File: config.mk
export PLATFORM = sky130hd
export DESIGN_NAME = ddfs_channel_cfg_sequencer
export DESIGN_NICKNAME = d
export VERILOG_FILES = /design/src/rtl/ddfs_channel_cfg_sequencer.sv
export SDC_FILE = /design/constraint.sdc
export NUM_CORES = 1
export LEC_CHECK = 0
export CAP_MARGIN = 10
export CORE_MARGIN = 2
export CORE_UTILIZATION = 40
export CTS_BUF_LIST = sky130_fd_sc_hd__clkbuf_8
export DETAILED_ROUTE_END_ITERATION = 10
export PLACE_DENSITY = 0.74
export SETUP_SLACK_MARGIN = 0.15
export SYNTH_ARGS = -nofsm -noshare
export SYNTH_HDL_FRONTEND = slang
export SYNTH_SLANG_ARGS = --single-unit
File: constraint.sdc
create_clock -name clk -period 5.1 [get_ports clk]
set_input_delay 0.51 -clock clk [delete_from_list [all_inputs] [get_ports clk]]
set_output_delay 0.51 -clock clk [all_outputs]
set_load 0.01 [all_outputs]
File: src/rtl/ddfs_channel_cfg_sequencer.sv
// DDFS channel configuration sequencer: loads one frequency setting into
// the selected channels over a shared bus, then optionally re-aligns their phase.
module ddfs_channel_cfg_sequencer #(
    parameter int N_CH        = 3,
    parameter int FW_W        = 7,
    parameter int FC_W        = 3,
    parameter int ACK_TIMEOUT = 16,
    parameter bit SYNC_EN     = 1'b1
) (
    input  logic            clk,
    input  logic            rst_n,
    input  logic            cfg_valid,
    output logic            cfg_ready,
    input  logic [FW_W-1:0] cfg_fw,
    input  logic [FC_W-1:0] cfg_fc,
    input  logic [N_CH-1:0] cfg_mask,
    output logic [FW_W-1:0] bus_fw,
    output logic [FC_W-1:0] bus_fc,
    output logic [N_CH-1:0] ch_load,
    input  logic [N_CH-1:0] ch_ack,
    output logic [N_CH-1:0] phase_clr,
    output logic            busy,
    output logic            done,
    output logic [N_CH-1:0] err_ch
);

    localparam int CNT_W = (ACK_TIMEOUT > 2) ? $clog2(ACK_TIMEOUT) : 1;
    localparam logic [N_CH-1:0]  ONE     = N_CH'(1);
    localparam logic [CNT_W-1:0] CNT_ONE = CNT_W'(1);
    localparam logic [CNT_W-1:0] CNT_MAX = CNT_W'(ACK_TIMEOUT - 1);

    typedef enum logic [1:0] {
        IDLE,
        LOAD,
        SYNC,
        DONE
    } state_t;

    state_t          state;
    logic [N_CH-1:0] pending;
    logic [N_CH-1:0] loaded;
    logic [CNT_W-1:0] cnt;

    logic            accept;
    logic            hit;
    logic            expire;
    logic [N_CH-1:0] pend_next;
    logic [N_CH-1:0] loaded_next;
    logic [N_CH-1:0] first_cfg;
    logic [N_CH-1:0] first_next;

    // Handshake status and next-channel selection (lowest set bit first).
    assign cfg_ready   = (state == IDLE);
    assign busy        = (state != IDLE);
    assign accept      = cfg_valid & cfg_ready;
    assign hit         = |(ch_ack & ch_load);
    assign expire      = (cnt == CNT_MAX);
    assign pend_next   = pending & ~ch_load;
    assign loaded_next = hit ? (loaded | ch_load) : loaded;
    assign first_cfg   = cfg_mask & (~cfg_mask + ONE);
    assign first_next  = pend_next & (~pend_next + ONE);

    // Sequencer FSM with registered bus, load, clear and done outputs.
    always_ff @(posedge clk) begin
        if (!rst_n) begin
            state     <= IDLE;
            pending   <= '0;
            loaded    <= '0;
            cnt       <= '0;
            bus_fw    <= '0;
            bus_fc    <= '0;
            ch_load   <= '0;
            phase_clr <= '0;
            done      <= 1'b0;
            err_ch    <= '0;
        end else begin
            case (state)
                IDLE: begin
                    phase_clr <= '0;
                    done      <= 1'b0;
                    if (accept) begin
                        bus_fw  <= cfg_fw;
                        bus_fc  <= cfg_fc;
                        pending <= cfg_mask;
                        loaded  <= '0;
                        err_ch  <= '0;
                        cnt     <= '0;
                        if (cfg_mask != '0) begin
                            ch_load <= first_cfg;
                            state   <= LOAD;
                        end else begin
                            ch_load <= '0;
                            done    <= 1'b1;
                            state   <= DONE;
                        end
                    end
                end
                LOAD: begin
                    if (hit || expire) begin
                        pending <= pend_next;
                        loaded  <= loaded_next;
                        cnt     <= '0;
                        if (!hit) begin
                            err_ch <= err_ch | ch_load;
                        end
                        if (pend_next != '0) begin
                            ch_load <= first_next;
                        end else begin
                            ch_load <= '0;
                            if (SYNC_EN) begin
                                phase_clr <= loaded_next;
                                state     <= SYNC;
                            end else begin
                                done  <= 1'b1;
                                state <= DONE;
                            end
                        end
                    end else begin
                        cnt <= cnt + CNT_ONE;
                    end
                end
                SYNC: begin
                    phase_clr <= '0;
                    done      <= 1'b1;
                    state     <= DONE;
                end
                DONE: begin
                    done  <= 1'b0;
                    state <= IDLE;
                end
                default: begin
                    state <= IDLE;
                end
            endcase
        end
    end

endmodule

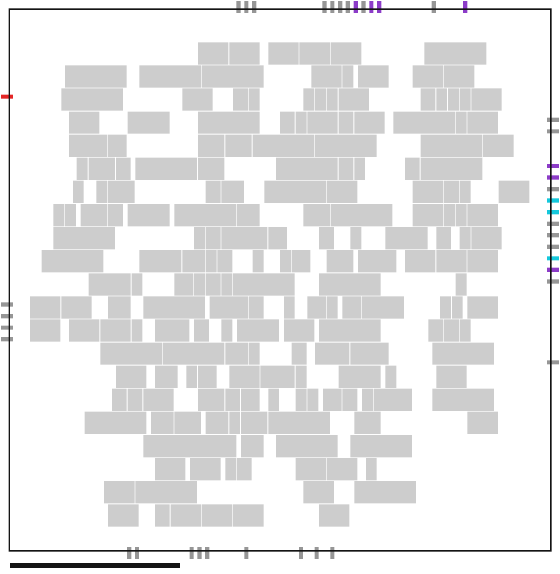
(pin placement)
Bar = 20 um. Pins as bars across the die edge, other pins in gray.
| port | color | pins | direction | edge |
|---|---|---|---|---|
| `clk` | red | 1 | input | left |
| `err_ch` | cyan | 3 | output | right |
| `bus_fw` | purple | 7 | output | 4 top, 3 right |
all pins by edge: 14 right, 13 top, 9 bottom, 5 left

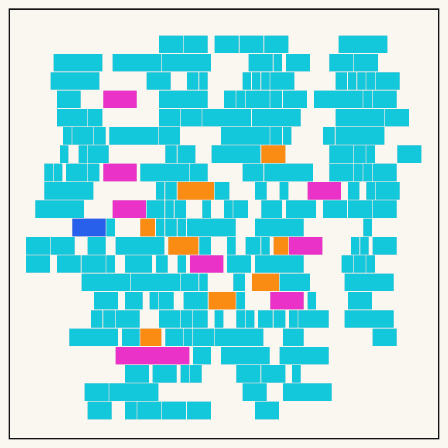
(drive-strength map)
| size | color | cells | share | most used |
|---|---|---|---|---|
| _0 and _1 cells | cyan | 185 | 92% | clkdlybuf4s50_1 |
| _2 cells | orange | 8 | 4.0% | o221a_2 |
| _6 and larger | magenta | 8 | 4.0% | clkbuf_8 |
| _3 and _4 cells | blue | 1 | 0.50% | nand2b_4 |

==> summary.txt <==
Reports from this run.

- The run finished with clean final reports.
- The main area contributors are dfxtp_1 (45%), nand2_1 (6.3%), a21oi_1 (5.6%).
- The worst reg2reg path startpoint is state[1].
- The max-slew violation total from the final report is 0.
- The total congestion overflow after global routing is 0.
- The largest registers in the layout are bus_fw x7, cnt x4.
- The clock sink count reads 32.
- The cell total after placement reads 240.
- The met1 routing resource usage after global routing reads 0.203.
- The reg-to-reg setup timing slack is 2.70 ns.
- The number of port buffers reads 40.
- Power attributed to sequential cells is 352 uW.
- The count of warnings emitted by yosys reads 0.
- In the finished design the tool counted flip-flops and latches totalling 32.
- The number of enable-type register cells in the synthesized netlist reads 0.
- The number of nets in the final layout reads 224.
- The via count of the first global-routing pass is 1369.
- The total wire length after detailed routing reads 3520 um.
- In this run, the synthesized area fraction spent on adder and majority cells is recorded as 0.0352.
- The register with the most flip-flops in the layout has 7 of them.
- STA lists the endpoint of the worst register-to-register path as pending[0].
- The detailed-router iteration count before antenna repair reads 6.
- The relative area of clock buffers and inverters in the final design is 0.0640.
- Setup repair after global routing left no endpoint under its margin.
- The count of boundary I/O pins reads 41.
- The chip area in the Yosys report reads 0.00142 mm^2.
- The power report attributes to the clock group a share of 0.250.
- The predominant post-synthesis flop cell is dfxtp_1.
- The cell type with the highest aggregate area in the netlist is dfxtp_1.
- By area, logic gates come first.
- The largest vdd supply drop reads 283 uV.
- The number of buffers inserted to repair setup after CTS is 0.
- The sequential fraction of design power is 0.333.
- The layout report lists the multi-input gate area as 728 um^2.
- Measured in cells, the most critical reg-to-reg path has a length of 6.
- The logs give a warning total of 28.
- Based on the critical path, the design can be clocked at up to 0.416 GHz.
- The part of the power in combinational logic is 0.417.
- The slowest stage of the critical path belongs to the cell ha_1.
- The area used by sequential logic in the layout reads 641 um^2.
- The floorplan core area is 0.00336 mm^2.
- The last timing report of the flow puts the setup violation total at 0.
- In this run the layout overhead on the synthesized area is reported as 39.1%.
- Non-clock inverters in the final layout number 6.
- The total of flip-flops plus latches after synthesis is 32.
- The script extracted a total leakage power of 0.747 nW.
- Before any placement, the netlist area is recorded as 0.00142 mm^2.
- The timing startpoint of the critical path reads state[1].
- The basic-gate share of the synthesized area counting and, or, nand and nor cells reads 0.198.
- The post-route cell area reads 0.00198 mm^2.
- In this run the cell area measured after placement is 0.00185 mm^2.
- Per the summary, power density relative to cell area is 535 mW/mm^2.
- Per the OpenROAD floorplan log, the width of the die is 63.6 um.
- The number of cells in Yosys stat is 160.
- The number of multi-input combinational cells in the layout is 116.
- Ranked by flip-flop count, first place goes to bus_fw.
- The sum of routed wire segments on met1 reads 1370 um.
- The number of violations of the max-capacitance limit reads 0.
- The met2 track demand over resource in global routing is 0.338.
- The buffer levels on the longest clock path reads 2.
- In this run, the number of DRC markers left after iteration 0 of detailed routing was 60.
- The fraction of cell area in multi-input combinational cells is reported as 0.369.
- The hold violation total from the final report is 0.
- The sequential cell area share is 0.324.
- The worst setup path endpoint is pending[0].
- The post-layout worst setup margin reads 2.70 ns.
- In this run the power spent charging and discharging nets is 389 uW.
- The total number of vias is 1331.
- The number of buffers and inverters on the critical path reads 1.
- At the end of the flow the core is filled with cells to 0.587.
- The number of antenna violations at the first check in global routing reads 0.
- The post-route fraction of the period consumed by the critical path is 0.471.
- The cell sequence reported for the critical path is inv_1 -> ha_1 -> mux2i_1 -> a31oi_2 -> o21ai_0 -> a32o_1.
- The post-detailed-placement half-perimeter wirelength reads 2510 um.
- The synthesis run identifies the leading combinational cell family as AND-OR/OR-AND gates.
- The die is 63.6 um tall.
- The critical path depth reads 6.
- The number of cells on the worst hold path reads 2.
- The share of final-layout standard cells stronger than drive strength 1 reads 0.0842.
- The category of cells accounting for the largest share of critical-path delay reads AND-OR/OR-AND gates.
- The layout buffer count excluding clock buffers is 40.
- After clock tree synthesis, the clock-pin slew on the worst setup and hold paths is 0.07 ns.
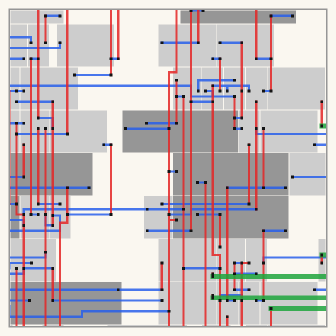
(zoomed window)
Region (38, 38) to (58, 58) um. Cells in gray, sequential cells in the stronger gray; small squares are vias.
| layer | color |
|---|---|
| metal 3 | green |
| metal 1 | blue |
| metal 2 | red |
cells with their middle in the window: 31
most frequent: clkdlybuf4s50_1 (11), nand2_1 (9)
sequential cells in the window: 5
netlist names of flops here include: `bus_fw` (4), `err_ch` (1)

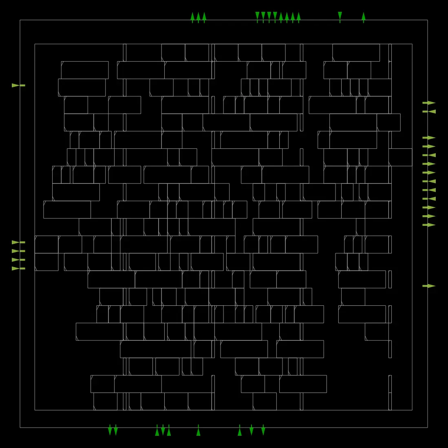
(placed standard cells)
number of placement rows: 21
count of fill cells added during filler insertion: 315
Tap Cells: 46

No activity file was given, so power comes from the tool's default toggle rates.
